File: src/rtl/frame_store_ctrl_pkg.sv
// Shared state encodings for the frame-store controller.
package frame_store_ctrl_pkg;

    // Top-level BRAM usage mode, exported on bram_state for pixel selection downstream.
    typedef enum logic [1:0] {
        BRAM_IDLE     = 2'b00,
        CAPTURE_FRAME = 2'b01,
        WRITING_FRAME = 2'b10,
        READING_FRAME = 2'b11
    } bram_state_e;

endpackage

File: src/rtl/frame_store_ctrl_pixel_addr_counter.sv
// Pixel address counter: synchronous clear, increment, saturates at LAST.
module pixel_addr_counter #(
    parameter int                ADDR_W = 18,
    parameter logic [ADDR_W-1:0] LAST   = '1
) (
    input  logic              clk,
    input  logic              reset_n,
    input  logic              clr_i,
    input  logic              inc_i,
    output logic [ADDR_W-1:0] cnt_o,
    output logic              last_o
);

    logic [ADDR_W-1:0] cnt_q, cnt_d;

    assign last_o = (cnt_q == LAST);
    assign cnt_o  = cnt_q;

    // Clear has priority; increment stops at LAST so the address never wraps.
    always_comb begin
        cnt_d = cnt_q;
        if (clr_i)
            cnt_d = '0;
        else if (inc_i && !last_o)
            cnt_d = cnt_q + 1'b1;
    end

    // Counter register.
    always_ff @(posedge clk or negedge reset_n) begin
        if (!reset_n) cnt_q <= '0;
        else          cnt_q <= cnt_d;
    end

endmodule

File: src/rtl/frame_store_ctrl.sv
// Frame-store controller: captures one frame into a single-port BRAM, then
// serves it to VGA readback and to a byte-at-a-time PC transfer (PC wins the port).
module frame_store_ctrl
    import frame_store_ctrl_pkg::*;
#(
    parameter int H_ACTIVE = 640,
    parameter int V_ACTIVE = 400,
    parameter int ADDR_W   = 18
) (
    input  logic              clk,
    input  logic              reset_n,
    input  logic              store_req,
    input  logic              release_req,
    input  logic              pc_send_req,
    input  logic              pc_ack,
    input  logic [10:0]       hcount,
    input  logic [9:0]        vcount,
    input  logic              blank,
    input  logic              vsync,
    output logic [1:0]        bram_state,
    output logic              bram_we,
    output logic [ADDR_W-1:0] bram_addr,
    output logic              in_display_bram,
    output logic              pc_byte_valid,
    output logic              pc_done
);

    // PC transfer sub-states: address phase, one BRAM latency cycle, byte held until ack.
    typedef enum logic [1:0] {
        PC_IDLE  = 2'b00,
        PC_ADDR  = 2'b01,
        PC_WAIT  = 2'b10,
        PC_VALID = 2'b11
    } pc_state_e;

    localparam logic [ADDR_W-1:0] LAST_ADDR = ADDR_W'(H_ACTIVE * V_ACTIVE - 1);
    localparam logic [10:0]       H_LIM     = 11'(H_ACTIVE);
    localparam logic [9:0]        V_LIM     = 10'(V_ACTIVE);

    bram_state_e state_q, state_d;
    pc_state_e   pc_q, pc_d;
    logic        vsync_q, fs_q;
    logic        disp_q, disp_d;
    logic        pc_done_q, pc_done_d;

    logic              wr_clr, wr_inc, wr_last;
    logic              rd_clr, rd_inc, rd_last;
    logic              pc_clr, pc_inc, pc_last;
    logic [ADDR_W-1:0] wr_addr, rd_addr, pc_addr;

    logic win;
    logic pc_busy;

    assign win     = !blank && (hcount < H_LIM) && (vcount < V_LIM);
    assign pc_busy = (pc_q != PC_IDLE);

    pixel_addr_counter #(.ADDR_W(ADDR_W), .LAST(LAST_ADDR)) u_wr_cnt (
        .clk(clk), .reset_n(reset_n), .clr_i(wr_clr), .inc_i(wr_inc),
        .cnt_o(wr_addr), .last_o(wr_last)
    );

    pixel_addr_counter #(.ADDR_W(ADDR_W), .LAST(LAST_ADDR)) u_rd_cnt (
        .clk(clk), .reset_n(reset_n), .clr_i(rd_clr), .inc_i(rd_inc),
        .cnt_o(rd_addr), .last_o(rd_last)
    );

    pixel_addr_counter #(.ADDR_W(ADDR_W), .LAST(LAST_ADDR)) u_pc_cnt (
        .clk(clk), .reset_n(reset_n), .clr_i(pc_clr), .inc_i(pc_inc),
        .cnt_o(pc_addr), .last_o(pc_last)
    );

    // Frame start strobe: registered rising edge of vsync.
    always_ff @(posedge clk or negedge reset_n) begin
        if (!reset_n) begin
            vsync_q <= 1'b0;
            fs_q    <= 1'b0;
        end else begin
            vsync_q <= vsync;
            fs_q    <= vsync & ~vsync_q;
        end
    end

    // Mode and PC sub-FSM registers, plus the one-cycle-late display-valid and done pulse.
    always_ff @(posedge clk or negedge reset_n) begin
        if (!reset_n) begin
            state_q   <= BRAM_IDLE;
            pc_q      <= PC_IDLE;
            disp_q    <= 1'b0;
            pc_done_q <= 1'b0;
        end else begin
            state_q   <= state_d;
            pc_q      <= pc_d;
            disp_q    <= disp_d;
            pc_done_q <= pc_done_d;
        end
    end

    // Next-state and counter control; release beats store, store only recaptures when PC is idle.
    always_comb begin
        state_d   = state_q;
        pc_d      = pc_q;
        pc_done_d = 1'b0;
        wr_clr    = 1'b0;
        wr_inc    = 1'b0;
        rd_clr    = 1'b0;
        rd_inc    = 1'b0;
        pc_clr    = 1'b0;
        pc_inc    = 1'b0;
        disp_d    = (state_q == READING_FRAME) && win;
        case (state_q)
            BRAM_IDLE: begin
                if (store_req) state_d = CAPTURE_FRAME;
            end
            CAPTURE_FRAME: begin
                if (release_req) begin
                    state_d = BRAM_IDLE;
                end else if (fs_q) begin
                    state_d = WRITING_FRAME;
                    wr_clr  = 1'b1;
                end
            end
            WRITING_FRAME: begin
                if (release_req) begin
                    state_d = BRAM_IDLE;
                end else if (win) begin
                    wr_inc = 1'b1;
                    if (wr_last) begin
                        state_d = READING_FRAME;
                        rd_clr  = 1'b1;
                    end
                end
            end
            READING_FRAME: begin
                if (release_req) begin
                    state_d = BRAM_IDLE;
                    pc_d    = PC_IDLE;
                end else if (store_req && !pc_busy) begin
                    state_d = CAPTURE_FRAME;
                end else begin
                    // Display address keeps tracking the raster even while PC owns the port.
                    if (fs_q)     rd_clr = 1'b1;
                    else if (win) rd_inc = 1'b1;
                    case (pc_q)
                        PC_IDLE: begin
                            if (pc_send_req) begin
                                pc_d   = PC_ADDR;
                                pc_clr = 1'b1;
                            end
                        end
                        PC_ADDR:  pc_d = PC_WAIT;
                        PC_WAIT:  pc_d = PC_VALID;
                        PC_VALID: begin
                            if (pc_ack) begin
                                if (pc_last) begin
                                    pc_d      = PC_IDLE;
                                    pc_done_d = 1'b1;
                                end else begin
                                    pc_inc = 1'b1;
                                    pc_d   = PC_ADDR;
                                end
                            end
                        end
                        default: pc_d = PC_IDLE;
                    endcase
                end
            end
            default: state_d = BRAM_IDLE;
        endcase
    end

    // BRAM port steering: writer while capturing, otherwise PC reader over display reader.
    always_comb begin
        bram_we   = 1'b0;
        bram_addr = '0;
        case (state_q)
            WRITING_FRAME: begin
                bram_we   = win;
                bram_addr = wr_addr;
            end
            READING_FRAME: begin
                bram_addr = pc_busy ? pc_addr : rd_addr;
            end
            default: ;
        endcase
    end

    assign bram_state      = state_q;
    assign in_display_bram = disp_q && (state_q == READING_FRAME) && !pc_busy;
    assign pc_byte_valid   = (state_q == READING_FRAME) && (pc_q == PC_VALID);
    assign pc_done         = pc_done_q;

    // rd_last is not needed: the display reader is re-cleared every frame start.
    logic unused_rd_last;
    assign unused_rd_last = rd_last;

endmodule

File: config.mk
export PLATFORM = sky130hd
export DESIGN_NAME = frame_store_ctrl
export DESIGN_NICKNAME = d
export VERILOG_FILES = /design/src/rtl/frame_store_ctrl_pkg.sv /design/src/rtl/frame_store_ctrl_pixel_addr_counter.sv /design/src/rtl/frame_store_ctrl.sv
export SDC_FILE = /design/constraint.sdc
export NUM_CORES = 1
export LEC_CHECK = 0
export CAP_MARGIN = 20
export CORE_MARGIN = 5
export CORE_UTILIZATION = 50
export CTS_CLUSTER_DIAMETER = 40
export DETAILED_ROUTE_END_ITERATION = 6
export DONT_BUFFER_PORTS = 1
export MAX_ROUTING_LAYER = met4
export PLACE_DENSITY_LB_ADDON = 0.08
export SLEW_MARGIN = 25
export SYNTH_ARGS = -nofsm -noshare
export SYNTH_HDL_FRONTEND = slang
export SYNTH_SLANG_ARGS = --single-unit
File: constraint.sdc
create_clock -name clk -period 5.8 [get_ports clk]
set_clock_uncertainty 0.1 [all_clocks]
set_input_delay 0.58 -clock clk [delete_from_list [all_inputs] [get_ports clk]]
set_output_delay 0.58 -clock clk [all_outputs]
set_load 0.02 [all_outputs]
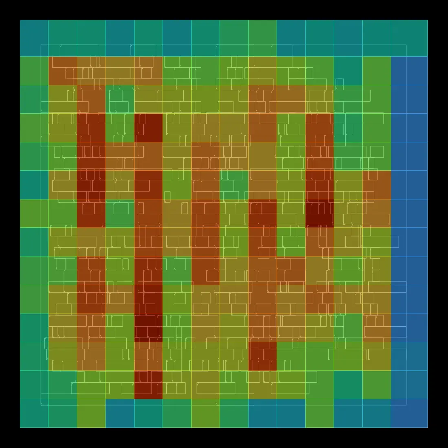
Figure 1: run 1, routing congestion.
per-cell routed wire length: 18.5 um
grt met1 use: 29.9%

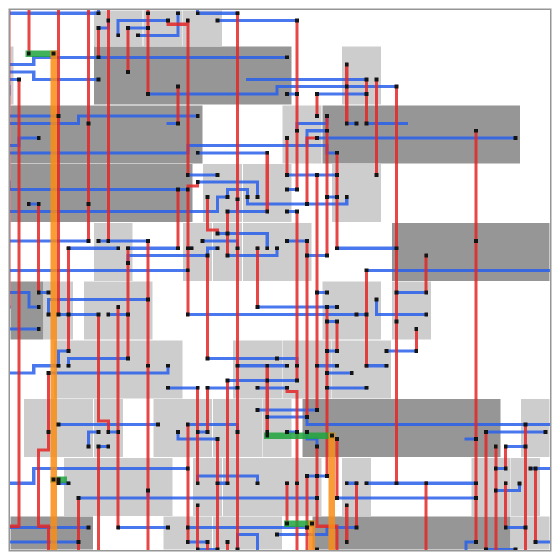
Figure 2: run 1, close-up of the layout.
Window x 61 to 86, y 61 to 86 um. Cells in gray, sequential cells in the stronger gray; small squares are vias.
color	layer
green	M3
blue	M1
orange	M4
red	M2
netlist names of flops here include	u_rd_cnt.cnt_o (7)
most frequent	dfrtp_1 (7), nor2_1 (6), a21oi_1 (4)
sequential cells in the window	7
cells with their middle in the window	41

==> flow_summary.ini, run 1 <==
; implementation run metrics
[drt]
ant_nets = 0
drc = 0
routed_wl_mm = 9.75
dr_total_vias = 3223
dr.pass1.iters = 5
drt_iter0_drc = 232
vias_per_cell = 6.12

[final_timing]
fin_crit_ns = 2.86
min_period_over_period_pct = 49.3
timing.fmax_mhz = 350
worst_pin_slew_ns = 0.816
worst_slack_ns = 2.94
rsz0062_at_grt = no
slew_violations = 0
timing.slew.headroom_pct = 45.3
finalSetupTns_ns = 0
hold_viol = 0
setup_viol = 0

[synthesis]
most_common_cell = dfrtp_1
largest_area_cell = dfrtp_1
netlist_instances = 429
edf_count = 0
ys_seq_elements = 62
top_area_share_pct = 39.6
ys_top_cells_by_count = 62 x dfrtp_1, 42 x nand2_1, 40 x nor2_1, 28 x xnor2_1, 24 x mux2i_1
synth_warnings = 0
ys_seq_share_pct = 39.6
avgSynthCellArea_um2 = 9.13
synthesis.nets = 463
yosys_area_mm2 = 0.00392
area_leaders = dfrtp_1 40%, xnor2_1 6.3%, mux2i_1 6.1%
yosys-stat-cells = 429
ff_type = dfrtp_1
syn-cell-area_mm2 = 0.00392
ys_async_sr_fraction_pct = 100
ys_types = 55

[floorplanning]
die_h_um = 98.5
die_x_um = 98.5
num_rows = 32
io_pins = 53
initial_core_util_pct = 51.0
design.core.area_mm2 = 0.00769
dieArea_mm2 = 0.00971

[worst_setup_path]
crit_buf_inv = 1
slowest_stage = a21oi_1
cp_cell_sequence = buf_4, nor3b_1, nand4_1, a21oi_1, nand4_1, mux2i_1
start_kind = flop
cpPeakStageDelay_ns = 0.64
crit_type = reg -> reg
worstPathArrival_ns = 2.98
critPathTopFamily = simple AND/OR/NAND/NOR gates
required_ns = 5.92
critPathMaxFanout = 37
critPathMostFrequentCell = nand4_1
cp-end-kind = flop

[clock_network]
path_clk_slew_ns = 0.07
clk_path_buf_depth = 2
htreeDepth = 3
clk_latency_ns = 0.34
numCtsBuffers = 9
cts_tree = done
cts_resized = 0
clock_tree.root_cell = clkbuf_8
cts_sinks = 62

[place]
gp_congestion = 0.901
dpl_cell_area_mm2 = 0.00400
place_hpwl_mm = 6.95
dpl_worst_slack_ns = 2.93
port_buffers = 0

[flow_run]
cap_viol_max_count = 0
log.warning_count = 38

[grt]
antenna_found_initial = 0
grt_use_total_pct = 22.0
grt_pass1_wl_mm = 16.5
first_global_vias = 3176
grt_max_degree = 63
grt_overflow = 0

[layout]
fin_area_mm2 = 0.00420
fin_nets = 456
area_growth_pct = 7.28
drive_above_1_share_pct = 8.24
n_antenna_cell = 0

[worst_hold_path]
hold_path_class = in -> async

[power]
p_leak_uw = 0.00191
total_power_uw = 1010
p_per_area_mw_per_mm2 = 240
ir_worst_vdd_uv = 145

[status]
status = complete, no violations
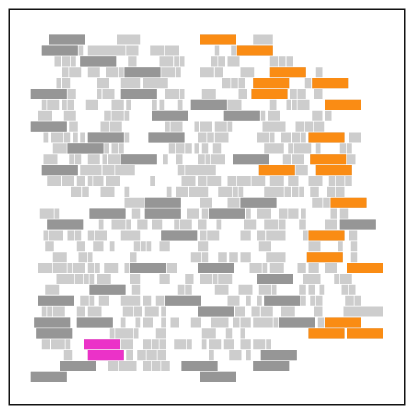
Figure 3: run 1, register map, names as in the netlist.
Scale: 4 px per um.
color	netlist name	sequential cells
orange	u_rd_cnt.cnt_o	18
magenta	pc_q	2
not colored	42
fin util: 54.7%
Seq group: 461 uW

## run 1: layer usage
metal,routed length (um),global-route usage [%]
met2,4640,32.8
met4,176,9.03
met3,393,3.40
met5,0,-
met1,4550,29.9
## run 1: worst register-to-register path, delay by kind of cell (launching register included)
family | cells | cell delay, ns
AND/OR/NAND/NOR | 3 | 1.12
AND-OR/OR-AND | 1 | 0.64
flip-flops | 1 | 0.44
buffers and inverters | 1 | 0.29
multiplexers | 1 | 0.15
## run 1: placed cells by master (no fill, tap or decap), drive strengths merged, types with 2 or more instances in the layout
cell type / instances
or3: 14
nor3: 8
buf: 6
dfrtp: 62
nor2: 40
nand4: 16
nor3b: 5
nand3b: 2
ha: 5
nor4b: 2
o211a: 18
xnor2: 28
nor2b: 5
and4: 10
nand2: 42
or4: 2
nand2b: 6
a21oi: 18
nor4: 8
a211o: 2
a2111oi: 4
o21ai: 17
and2: 3
and3: 8
mux2i: 24
a211oi: 9
a21o: 2
clkbuf: 13
or2: 3
inv: 9
nand3: 19
xor2: 3
## run 1: where the power goes
part	leakage [uW]	internal (uW)	switching, uW
clock	0.0000914	185	163
sequential	0.000854	446	15.1
combinational	0.000962	72.4	127
## run 1: layout make-up
class | count | area (um^2)
sequential | 62 | 1550
tap | 102 | 128
fill | 713 | 3480
multi-input combinational | 334 | 2250
clock inverter | 1 | 5.00
timing repair buffer | 6 | 65.1
inverter | 9 | 33.8
clock buffer | 13 | 169
## run 1: sequential cells by signal (all words and copies together), names as in the netlist
signal and count:
fs_q 1, u_wr_cnt.cnt_o 18, u_pc_cnt.cnt_o 18, pc_q 2
disp_q 1, vsync_q 1, bram_state 2, u_rd_cnt.cnt_o 18
pc_done 1
## run 1: kinds of logic after synthesis
logic type / after synthesis / share of synthesized area [%]
multiplexers: 24 / 6.13
buffers and inverters: 33 / 3.32
XOR/XNOR: 31 / 6.93
AND/OR/NAND/NOR: 196 / 27.5
adder cells (fa/ha/maj): 5 / 1.60
AND-OR/OR-AND: 78 / 14.9
flip-flops: 62 / 39.6
## run 1: repair_timing
action	CTS	global route
buffers inserted	0	0
hold buffers	1	0
hold endpoints to repair	62	0
## run 1: stage by stage
step / hold WS (ns) / instances
final: 0.0126 / 527
after global routing: 0.0139 / 527
after CTS: 0.0110 / 527
after detailed placement: 0.187 / 512
after global placement: 0.187 / 512
after floorplan: 0.184 / 429
## run 1: worst paths after layout
| path | from | end | slack (ns) | cells past startpoint |
|---|---|---|---|---|
| worst min-delay path | reset_n | u_rd_cnt.cnt_o[5] | 0.01 | 1 |
| worst max-delay path | bram_state[0] | u_wr_cnt.cnt_o[5] | 2.94 | 6 |
| min in group clk | vsync | vsync_q | 0.17 | 0 |
| max in group asynchronous | reset_n | u_wr_cnt.cnt_o[13] | 5.32 | 1 |
| worst min register to register | vsync_q | fs_q | 0.30 | 1 |
| worst max register to register | bram_state[0] | u_wr_cnt.cnt_o[5] | 2.94 | 6 |
## Run 2: what changed since run 1
==> constraint.sdc (replaced) <==
create_clock -name clk -period 2.6 [get_ports clk]
set_clock_uncertainty 0.1 [all_clocks]
set_input_delay 0.26 -clock clk [delete_from_list [all_inputs] [get_ports clk]]
set_output_delay 0.26 -clock clk [all_outputs]
set_load 0.02 [all_outputs]
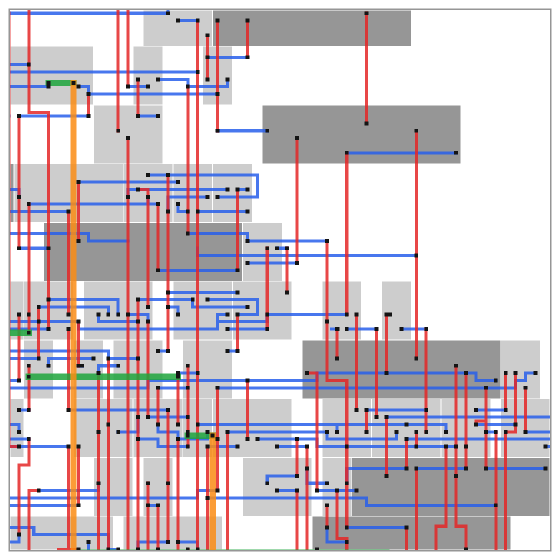
Figure 4: run 2, close-up of the layout.
Window x 61 to 86, y 61 to 86 um. Cells in gray, sequential cells in the stronger gray; small squares are vias.
color	layer
orange	M4
green	M3
blue	M1
red	M2
netlist names of flops here include	u_rd_cnt.cnt_o (6)
sequential cells in the window	6
most frequent	nor2_1 (6), dfrtp_1 (6)
cells with their middle in the window	41

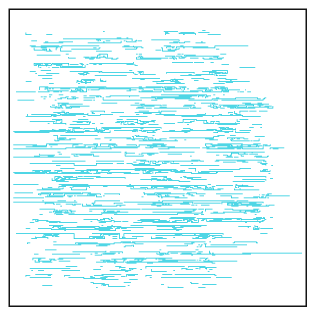
Figure 5: run 2, the metal 1 layer.
Scale: 3 px per um.
longest straight run	47.8 um
main direction	horizontal
share of all routed wire	47%
grt met1 use: 29.3%
final wirelength: 9.83 mm

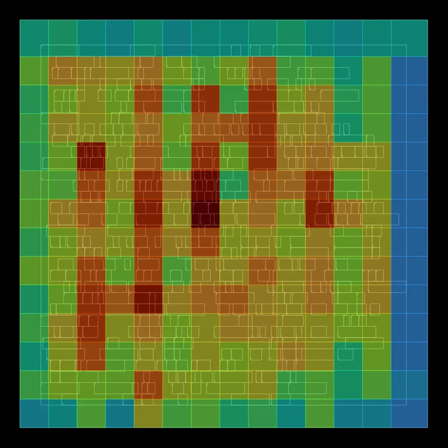
Figure 6: run 2, routing congestion.
GRT Max-Usage Layer: met2
fin util: 55.7%
GR met3 Demand/Resource: 3.40%

==> run 2 against run 1 <==
Highest routed layer unchanged; hold slack gained 0.16 ns; combinational power grew 120%; utilization grew 1.0 points; global-route usage shrank 0.21 points; clock power grew 130%; power grew 130%; flip-flop count is the same; routed wire length grew 0.75%; die size is the same; sequential power grew 120%; synthesized cell count is the same; critical path type is now reg -> out; first-iteration DRC count shrank 3.9%.
==> flow_summary.ini, run 2 <==
; implementation run metrics
[status]
status = complete, no violations

[grt]
antenna_found_initial = 0
grt_overflow = 0
first_global_vias = 3225
grt_use_total_pct = 21.7
grt_pass1_wl_mm = 16.5
grtUsageMet2_pct = 33.7

[final_timing]
fin_crit_ns = 2.40
setup_viol = 0
timing.fmax_mhz = 417
hold_viol = 0
rsz0062_at_grt = no
finalSetupTns_ns = 0
slew_violations = 0
worst_pin_slew_ns = 0.752
min_period_over_period_pct = 92.2
timing.slew.headroom_pct = 49.5

[worst_setup_path]
critPathMaxFanout = 23
reg2reg_depth = 6
cp-end-kind = primary output
crit_type = reg -> out
critPathTopFamily = buffers and inverters
cpPeakStageDelay_ns = 0.41
crit_start = pc_q[0]
worstPathArrival_ns = 2.04
ff2ff_setup_slack_ns = 0.32
crit_buf_inv = 2
slowest_stage = mux2i_1
required_ns = 2.24
r2r-start = u_rd_cnt.cnt_o[0]
start_kind = flop
cp_cell_sequence = inv_1, ha_1, buf_4, mux2i_1, nand2_1, o211a_1

[synthesis]
synth_warnings = 0
ys_top_cells_by_count = 62 x dfrtp_1, 42 x nand2_1, 40 x nor2_1, 28 x xnor2_1, 24 x mux2i_1
yosys-stat-cells = 429
ys_async_sr_fraction_pct = 100
syn-cell-area_mm2 = 0.00392
area_leaders = dfrtp_1 40%, xnor2_1 6.3%, mux2i_1 6.1%
top_area_share_pct = 39.6
ys_seq_share_pct = 39.6
netlist_instances = 429
ys_types = 55
ys_seq_elements = 62
edf_count = 0
avgSynthCellArea_um2 = 9.13
synthesis.nets = 463
ff_type = dfrtp_1
largest_area_cell = dfrtp_1
most_common_cell = dfrtp_1
yosys_area_mm2 = 0.00392

[clock_network]
clk_latency_ns = 0.34
numCtsBuffers = 9
clock_tree.root_cell = clkbuf_8
htreeDepth = 3
cts_tree = done
clk_path_buf_depth = 2
cts_sinks = 62

[drt]
drc = 0
dr_total_vias = 3263
drt_iter0_drc = 223
drt-wirelength-per-cell_um = 18.3
vias_per_cell = 6.07
dr.pass1.iters = 5
ant_nets = 0

[flow_run]
log.warning_count = 38
cap_viol_max_count = 0

[power]
internal-power_uw = 1580
clkPwrFrac_pct = 35.2
switching_share_pct = 30.5
ir_worst_vdd_uv = 340
p_sw_uw = 693
p_per_area_mw_per_mm2 = 531
p_comb_share_pct = 19.5
p_leak_uw = 0.00195

[layout]
layout.cells.non_filler = 538
final_cell_mix = 62 x dfrtp_1, 42 x nand2_1, 40 x nor2_1, 28 x xnor2_1, 24 x mux2i_1
layout_top_cell = dfrtp_1
fin_nets = 465
fin_area_mm2 = 0.00428
drive_above_1_share_pct = 9.86
n_antenna_cell = 0
area_growth_pct = 9.29
n_fill_cell = 720

[place]
port_buffers = 0
dp.cells = 518
place_hpwl_mm = 6.98
gp_congestion = 0.886
dpl_cell_area_mm2 = 0.00404

[floorplanning]
num_rows = 32
io_pins = 53
dieArea_mm2 = 0.00971
die_h_um = 98.5
die_x_um = 98.5
design.core.area_mm2 = 0.00769
initial_core_util_pct = 51.0

[worst_hold_path]
hold_path_class = in -> reg
hp-start = release_req
hold_depth = 3
[run 2: cell counts after synthesis]
No cell type changed its count.
[run 2: power groups by stage]
stage	clock [uW]	sequential [uW]	combinational [uW]
floorplan	0	1040	342
global placement	0	1050	412
detailed placement	0	1050	413
CTS	814	1030	444
global route	877	1040	481
finish	799	1030	442
[run 2: path summary, 6_finish.rpt]
| path | endpoint |
|---|---|
| max reg2reg | u_rd_cnt.cnt_o[12] |
| max | bram_addr[0] |
| max in group asynchronous | u_wr_cnt.cnt_o[6] |
| min in group asynchronous | u_pc_cnt.cnt_o[9] |
| min reg2reg | fs_q |
| min | u_wr_cnt.cnt_o[9] |
[run 2: timing repair]
item | in CTS | in global routing
endpoints found under the hold margin | 65 | 0
setup buffers | 0 | 0
gates resized | 0 | 0
hold buffers | 4 | 0
[run 2: metal layers]
| layer | part of all wire, % | wire length, um |
|---|---|---|
| met2 | 47 | 4590 |
| met3 | 4.2 | 410 |
| met5 | 0 | 0 |
| met1 | 47 | 4640 |
| met4 | 1.9 | 184 |
[run 2: layout make-up]
cell class | instances | area (um^2) | area share [%]
well taps | 102 | 128 | 2.98
multi-input cells | 334 | 2240 | 52.4
inverters | 9 | 33.8 | 0.789
clock inverters | 3 | 17.5 | 0.409
repair buffers | 15 | 140 | 3.27
flip-flops and latches | 62 | 1550 | 36.2
clock buffers | 13 | 169 | 3.95
[run 2: kinds of logic (layout without fill, tap and decap cells)]
| family | Yosys count | in the layout | share of synthesized area, % |
|---|---|---|---|
| simple gates | 196 | 196 | 27.5 |
| compound gates | 78 | 78 | 14.9 |
| flops | 62 | 62 | 39.6 |
| buf+inv | 33 | 40 | 3.32 |
| xor+xnor | 31 | 31 | 6.93 |
| mux | 24 | 24 | 6.13 |
| fa+ha+maj | 5 | 5 | 1.60 |
[run 2: worst register-to-register path, delay by kind of cell, from the launching register on]
family	cells	cell delay (ns)
flip-flops	1	0.45
AND/OR/NAND/NOR	4	1.29
AND-OR/OR-AND	1	0.14
adder cells (fa/ha/maj)	1	0.23
[run 2: through the flow]
| step | total power [uW] | hold WS, ns | setup WS [ns] |
|---|---|---|---|
| floorplan | 1380 | -0.136 | 0.441 |
| global placement | 1460 | -0.133 | 0.354 |
| detailed placement | 1460 | -0.133 | 0.346 |
| CTS | 2290 | 0.164 | 0.220 |
| global route | 2400 | 0.166 | 0.0699 |
| finish | 2270 | 0.173 | 0.204 |
Power is estimated from default activity; no workload was simulated.
